`src/rtl/st7920_link_arbiter_if.sv`:
```
// rtl/st7920_link_arbiter_if.sv - requester handshake and ST7920 serial link bundle
//
// Purpose: groups the two requester command channels and the serial link
// outputs of st7920_link_arbiter into one interface.
// Ports (signals):
//   req0_valid/req0_cmd[9:0]/req0_lock -> arbiter, req0_ready <- arbiter
//   req1_valid/req1_cmd[9:0]/req1_lock -> arbiter, req1_ready <- arbiter
//   lcd_clk, lcd_data, lcd_cs           serial link to E, R/W, RS pins
//   busy, grant[1:0]                    arbiter status
// Modports: master = requester/observer side, slave = arbiter side.

interface st7920_link_arbiter_if;
  logic       req0_valid;
  logic [9:0] req0_cmd;
  logic       req0_lock;
  logic       req0_ready;
  logic       req1_valid;
  logic [9:0] req1_cmd;
  logic       req1_lock;
  logic       req1_ready;
  logic       lcd_clk;
  logic       lcd_data;
  logic       lcd_cs;
  logic       busy;
  logic [1:0] grant;

  modport master (
    output req0_valid, req0_cmd, req0_lock,
    output req1_valid, req1_cmd, req1_lock,
    input  req0_ready, req1_ready,
    input  lcd_clk, lcd_data, lcd_cs, busy, grant
  );

  modport slave (
    input  req0_valid, req0_cmd, req0_lock,
    input  req1_valid, req1_cmd, req1_lock,
    output req0_ready, req1_ready,
    output lcd_clk, lcd_data, lcd_cs, busy, grant
  );
endinterface

```
`src/rtl/st7920_link_arbiter.sv`:
```
// rtl/st7920_link_arbiter.sv - two-requester round-robin arbiter and ST7920 serialiser
//
// Purpose: shares one ST7920 serial link between a framebuffer sequencer
// (req0) and a host overlay (req1). Round-robin with bus locking so a
// multi-command burst is never split; each granted 10-bit command is sent
// as a 24-bit serial frame followed by the controller execution gap.
// Ports:
//   sys_clk  system clock
//   sys_rst  asynchronous active-high reset
//   bus      st7920_link_arbiter_if.slave (requests, readies, link, status)

module st7920_link_arbiter #(
  parameter int CLK_DIV          = 4,
  parameter int GAP_CYCLES       = 32,
  parameter int CLEAR_GAP_CYCLES = 4096
) (
  input  logic                        sys_clk,
  input  logic                        sys_rst,
  st7920_link_arbiter_if.slave        bus
);

  localparam int PW   = (CLK_DIV > 1) ? $clog2(CLK_DIV) : 1;
  localparam int GMAX = (GAP_CYCLES > CLEAR_GAP_CYCLES) ? GAP_CYCLES : CLEAR_GAP_CYCLES;
  localparam int GW   = (GMAX > 1) ? $clog2(GMAX) : 1;

  localparam logic [PW-1:0] PHASE_LAST = PW'(CLK_DIV - 1);
  localparam logic [GW-1:0] GAP_LOAD   = GW'(GAP_CYCLES - 1);
  localparam logic [GW-1:0] CLR_LOAD   = GW'(CLEAR_GAP_CYCLES - 1);

  typedef enum logic [1:0] {
    S_IDLE,
    S_SHIFT,
    S_GAP
  } state_t;

  state_t          r_state;
  logic [PW-1:0]   r_phase;
  logic [4:0]      r_bit;
  logic [GW-1:0]   r_gap;
  logic [22:0]     r_shift;
  logic            r_is_clear;
  logic            r_last;
  logic [1:0]      r_owner;
  logic [1:0]      r_grant;
  logic            r_lcd_clk;
  logic            r_lcd_data;
  logic            r_lcd_cs;
  logic            r_busy;

  logic [1:0]      w_valid;
  logic [1:0]      w_owner_held;
  logic [1:0]      w_ready;
  logic            w_accept;
  logic            w_win;
  logic [9:0]      w_cmd;
  logic            w_lock;
  logic [23:0]     w_frame;

  assign w_valid = {bus.req1_valid, bus.req0_valid};

  // The owner keeps the bus while it still asserts lock or has a command
  // waiting; once both drop, it is released and normal arbitration applies
  // in the very same cycle.
  assign w_owner_held = r_owner & {bus.req1_lock | bus.req1_valid,
                                   bus.req0_lock | bus.req0_valid};

  always_comb begin
    w_ready = 2'b00;
    if (r_state == S_IDLE && !sys_rst) begin
      if (w_owner_held[0]) begin
        w_ready[0] = w_valid[0];
      end else if (w_owner_held[1]) begin
        w_ready[1] = w_valid[1];
      end else if (w_valid == 2'b11) begin
        w_ready = r_last ? 2'b01 : 2'b10;
      end else begin
        w_ready = w_valid;
      end
    end
  end

  assign w_accept = |w_ready;
  assign w_win    = w_ready[1];
  assign w_cmd    = w_win ? bus.req1_cmd  : bus.req0_cmd;
  assign w_lock   = w_win ? bus.req1_lock : bus.req0_lock;

  // Serial frame: sync, RW, RS, 0, high nibble, 0000, low nibble, 0000.
  assign w_frame = {5'b11111, w_cmd[8], w_cmd[9], 1'b0,
                    w_cmd[7:4], 4'b0000, w_cmd[3:0], 4'b0000};

  always_ff @(posedge sys_clk or posedge sys_rst) begin
    if (sys_rst) begin
      r_state    <= S_IDLE;
      r_phase    <= '0;
      r_bit      <= '0;
      r_gap      <= '0;
      r_shift    <= '0;
      r_is_clear <= 1'b0;
      r_last     <= 1'b1;
      r_owner    <= 2'b00;
      r_grant    <= 2'b00;
      r_lcd_clk  <= 1'b0;
      r_lcd_data <= 1'b0;
      r_lcd_cs   <= 1'b0;
      r_busy     <= 1'b0;
    end else begin
      case (r_state)
        S_IDLE: begin
          r_owner <= w_owner_held;
          r_grant <= w_owner_held;
          if (w_accept) begin
            r_state    <= S_SHIFT;
            r_busy     <= 1'b1;
            r_shift    <= w_frame[22:0];
            r_lcd_data <= w_frame[23];
            r_lcd_cs   <= 1'b1;
            r_lcd_clk  <= 1'b0;
            r_phase    <= '0;
            r_bit      <= '0;
            r_is_clear <= (w_cmd == 10'h001);
            r_last     <= w_win;
            r_grant    <= w_ready;
            r_owner    <= w_lock ? w_ready : 2'b00;
          end
        end

        S_SHIFT: begin
          if (r_phase == PHASE_LAST) begin
            r_phase <= '0;
            if (!r_lcd_clk) begin
              r_lcd_clk <= 1'b1;
            end else if (r_bit == 5'd23) begin
              r_lcd_clk  <= 1'b0;
              r_lcd_cs   <= 1'b0;
              r_lcd_data <= 1'b0;
              r_state    <= S_GAP;
              r_gap      <= r_is_clear ? CLR_LOAD : GAP_LOAD;
            end else begin
              // Data only moves on the falling edge so it is stable at the
              // LCD's rising-edge sample point.
              r_lcd_clk  <= 1'b0;
              r_bit      <= r_bit + 5'd1;
              r_lcd_data <= r_shift[22];
              r_shift    <= {r_shift[21:0], 1'b0};
            end
          end else begin
            r_phase <= r_phase + 1'b1;
          end
        end

        S_GAP: begin
          if (r_gap == '0) begin
            r_state <= S_IDLE;
            r_busy  <= 1'b0;
            r_grant <= r_owner;
          end else begin
            r_gap <= r_gap - 1'b1;
          end
        end

        default: begin
          r_state <= S_IDLE;
          r_busy  <= 1'b0;
        end
      endcase
    end
  end

  assign bus.req0_ready = w_ready[0];
  assign bus.req1_ready = w_ready[1];
  assign bus.lcd_clk    = r_lcd_clk;
  assign bus.lcd_data   = r_lcd_data;
  assign bus.lcd_cs     = r_lcd_cs;
  assign bus.busy       = r_busy;
  assign bus.grant      = r_grant;

endmodule

```
`src/flat_wrapper.sv`:
```
// flat-port wrapper written by rule: the top's interface ports become plain ports
module st7920_link_arbiter_flat 
#(
  parameter int CLK_DIV          = 4,
  parameter int GAP_CYCLES       = 32,
  parameter int CLEAR_GAP_CYCLES = 4096
)
  (sys_clk, sys_rst, bus_req0_valid, bus_req0_cmd, bus_req0_lock, bus_req1_valid, bus_req1_cmd, bus_req1_lock, bus_req0_ready, bus_req1_ready, bus_lcd_clk, bus_lcd_data, bus_lcd_cs, bus_busy, bus_grant);
  st7920_link_arbiter_if bus_i ();
  input  logic sys_clk;
  input  logic sys_rst;
  input wire logic [$bits(bus_i.req0_valid)-1:0] bus_req0_valid;
  input wire logic [$bits(bus_i.req0_cmd)-1:0] bus_req0_cmd;
  input wire logic [$bits(bus_i.req0_lock)-1:0] bus_req0_lock;
  input wire logic [$bits(bus_i.req1_valid)-1:0] bus_req1_valid;
  input wire logic [$bits(bus_i.req1_cmd)-1:0] bus_req1_cmd;
  input wire logic [$bits(bus_i.req1_lock)-1:0] bus_req1_lock;
  output wire logic [$bits(bus_i.req0_ready)-1:0] bus_req0_ready;
  output wire logic [$bits(bus_i.req1_ready)-1:0] bus_req1_ready;
  output wire logic [$bits(bus_i.lcd_clk)-1:0] bus_lcd_clk;
  output wire logic [$bits(bus_i.lcd_data)-1:0] bus_lcd_data;
  output wire logic [$bits(bus_i.lcd_cs)-1:0] bus_lcd_cs;
  output wire logic [$bits(bus_i.busy)-1:0] bus_busy;
  output wire logic [$bits(bus_i.grant)-1:0] bus_grant;
  assign bus_i.req0_valid = bus_req0_valid;
  assign bus_i.req0_cmd = bus_req0_cmd;
  assign bus_i.req0_lock = bus_req0_lock;
  assign bus_i.req1_valid = bus_req1_valid;
  assign bus_i.req1_cmd = bus_req1_cmd;
  assign bus_i.req1_lock = bus_req1_lock;
  assign bus_req0_ready = bus_i.req0_ready;
  assign bus_req1_ready = bus_i.req1_ready;
  assign bus_lcd_clk = bus_i.lcd_clk;
  assign bus_lcd_data = bus_i.lcd_data;
  assign bus_lcd_cs = bus_i.lcd_cs;
  assign bus_busy = bus_i.busy;
  assign bus_grant = bus_i.grant;
  st7920_link_arbiter #(.CLK_DIV(CLK_DIV), .GAP_CYCLES(GAP_CYCLES), .CLEAR_GAP_CYCLES(CLEAR_GAP_CYCLES)) u_core (.sys_clk(sys_clk), .sys_rst(sys_rst), .bus(bus_i));
endmodule
```
`config.mk`:
```
export PLATFORM = sky130hd
export DESIGN_NAME = st7920_link_arbiter_flat
export DESIGN_NICKNAME = d
export VERILOG_FILES = /design/src/rtl/st7920_link_arbiter_if.sv /design/src/rtl/st7920_link_arbiter.sv /design/src/flat_wrapper.sv
export SDC_FILE = /design/constraint.sdc
export NUM_CORES = 1
export LEC_CHECK = 0
export CORE_MARGIN = 4
export CORE_UTILIZATION = 61
export CTS_CLUSTER_DIAMETER = 60
export CTS_CLUSTER_SIZE = 24
export DETAILED_ROUTE_END_ITERATION = 7
export PLACE_DENSITY_LB_ADDON = 0.08
export SYNTH_ARGS = -nofsm -noshare
export SYNTH_HDL_FRONTEND = slang
export SYNTH_SLANG_ARGS = --single-unit
```
`constraint.sdc`:
```
create_clock -name sys_clk -period 3.4 [get_ports sys_clk]
set_input_delay 0.68 -clock sys_clk [delete_from_list [all_inputs] [get_ports sys_clk]]
set_output_delay 0.68 -clock sys_clk [all_outputs]
set_load 0.02 [all_outputs]
```
==> results_slide.txt <==
Flow Results at a Glance

Route
  – DRC errors left: 0
  – Antenna-violating nets left: 0
  – DR vias/cell: 6.43

Synthesis
  – Chip Area, Yosys: 2960 um^2
  – AND-OR/OR-AND share of the synthesized area: 24.1%
  – Yosys cell count: 311
  – Total number of yosys warnings: 0
  – Area fraction in mux cells: 3.89%
  – Flops & latches, synth: 50
  – Post-synth top flop: dfrtp_1
  – Post-Syn Nets: 341
  – Top cells by area: dfrtp_1 (41%), a221o_1 (3.4%), a32o_1 (2.7%)
  – Flip-flops with a built-in enable: 0
  – Yosys adder share: 1.69%

Placement
  – Routability cong.: 0.854

Critical path
  – Worst path max stage delay: 0.63 ns
  – Largest delay contributor family on the critical path: buffers and inverters
  – Critical Path Source: sys_rst
  – CP Class: in -> out
  – Crit-path max FO: 5

GRT
  – First-pass GRT wire length: 11,900 um

Pwr
  – Sw frac: 36.7%
  – Worst vdd ir: 0.000390 V
  – Part of the power in the clock network: 18.7%
  – Top power group: registers
  – Pleak: 1.52 nW
  – Power per Cell Area: 634 nW/um^2
  – Comb power frac: 40.2%
  – Internal power: 1.41 mW
  – Combinational power: 0.894 mW

Final timing
  – Endpoints failing setup: 0
  – Slew HR: 54.6%
  – RSZ-0062 raised after global routing: no
  – Final worst-path cycle share: 91.6%
  – FMAX: 321 MHz
  – TNS Setup: 0 ns
  – PnR worst setup slack: 0.286 ns
  – Final Hold Fails: 0
  – Least-Margin Pin Slew: 0.679 ns

Clock tree
  – CTS-repair resized insts: 0
  – H-tree levels: 2
  – Insertion Delay late pin: 0.30 ns
  – Hold buffer count at CTS: 0

Floorplan
  – Io pins: 34

Final layout
  – Cell area after layout: 3500 um^2
  – Dominant logic cell types in the final layout: dfrtp_1 (49), clkdlybuf4s50_1 (33), nor2_1 (21), nand2_1 (21)
  – Layout net count: 376
  – Layout cells sized above 1: 12.7%

Status
  – Status: completed
[final cells by class]
cell class | instances | area [um^2]
multi-input combinational | 224 | 1560
sequential | 50 | 1250
timing repair buffer | 48 | 443
clock inverter | 1 | 30.0
fill | 345 | 1220
tap | 67 | 83.8
inverter | 17 | 63.8
clock buffer | 7 | 76.3
[worst reg2reg max path, cell delays in order (launching register included)]
cell	delay, ns
dfrtp_1	0.42
or4_1	0.72
nor4_4	0.55
mux2_2	0.40
a221o_1	0.28
[flip-flops by register name, indices dropped and copies added (netlist names)]
| name | flops |
|---|---|
| u_core.r_last | 1 |
| u_core.r_bit | 5 |
| u_core.r_is_clear | 1 |
| u_core.r_gap | 12 |
| u_core.r_state | 2 |
| u_core.r_shift | 19 |
| u_core.bus.lcd_cs | 1 |
| u_core.r_owner | 2 |
| u_core.bus.lcd_clk | 1 |
| u_core.bus.grant | 2 |
| u_core.r_phase | 2 |
| u_core.bus.busy | 1 |
| u_core.bus.lcd_data | 1 |
[metal layers]
metal / part of all wire (%) / wire length, um / global-route usage (%)
met5: 0 / 0 / 0
met1: 44 / 3110 / 31.4
met3: 4.9 / 345 / 3.83
met4: 2.5 / 177 / 9.07
met2: 48 / 3380 / 40.9
[synthesized netlist by cell type (all sizes together) (4+ instances only)]
master   n
a221o   10
or4      6
dfrtp   49
mux2i    7
inv     17
nor4    12
or3      4
nand2b   5
nand3    8
nand2   21
buf      8
o21ai   12
o221ai   4
ha       4
o211ai   4
and2    10
nor2    21
clkbuf  12
a32o     8
a31oi    8
a21oi   16
nor3     6
mux2     4
==> images/wires.png <==
Scale: 4 px per um. Only two layers are drawn.
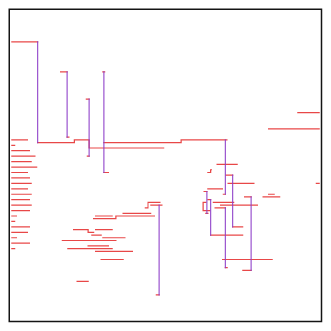
layer	colour	wire length
metal 3	red	346 um
metal 4	purple	178 um
drt wl/cell: 16.9 um
Post-Route WL: 7010 um
gr usage total: 24.3%
via count: 2,663

==> images/layer_met4.png <==
Scale: 4 px per um.
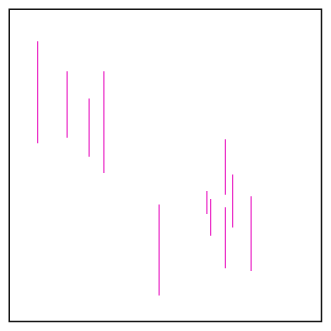
longest straight run	25.2 um
share of all routed wire	2.5%

==> images/logic_types.png <==
Scale: 4 px per um.
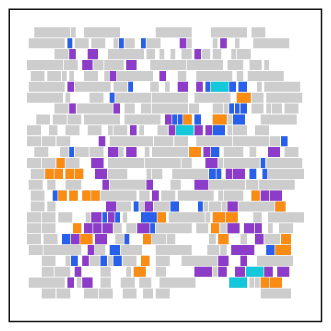
family	colour	cells
nand cells	blue	39
and/or cells	orange	29
aoi and oai cells	purple	63
fa/ha/maj cells	cyan	4
logic share of the area: 44.4%
Commonest Layout Cell: dfrtp_1

==> images/io_placement.png <==
Scale: 4 px per um. Pins as bars across the die edge, other pins in grey.
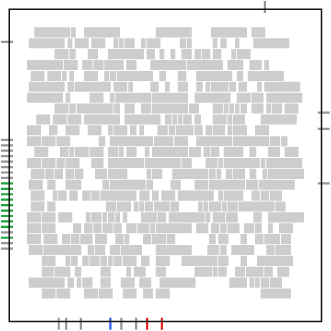
port	colour	pins	direction	edge
bus_req1_ready	blue	1	output	bottom
bus_grant	red	2	output	bottom
bus_req1_cmd	green	10	input	left
all pins by edge	22 left, 8 bottom, 3 right, 1 top
Die Y: 77.7 um
Die Wd: 77.7 um
port bufs: 33

==> images/clocks.png <==
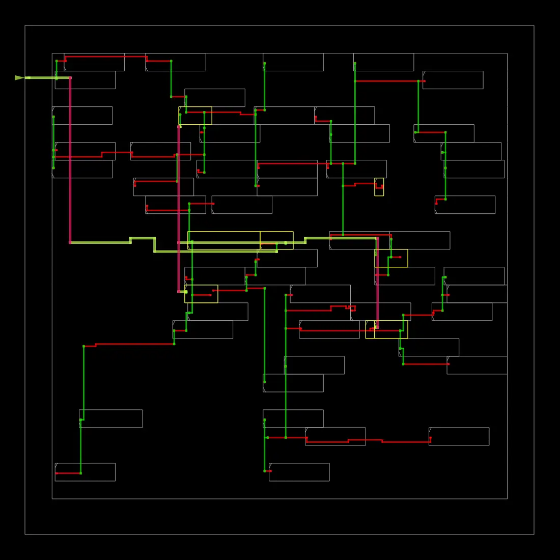
clk sinks: 50
skew final: 0.00506 ns
flop count: 50
total CTS buffers: 5
clock distribution power: 0.416 mW

No activity file was given, so power comes from the tool's default toggle rates.
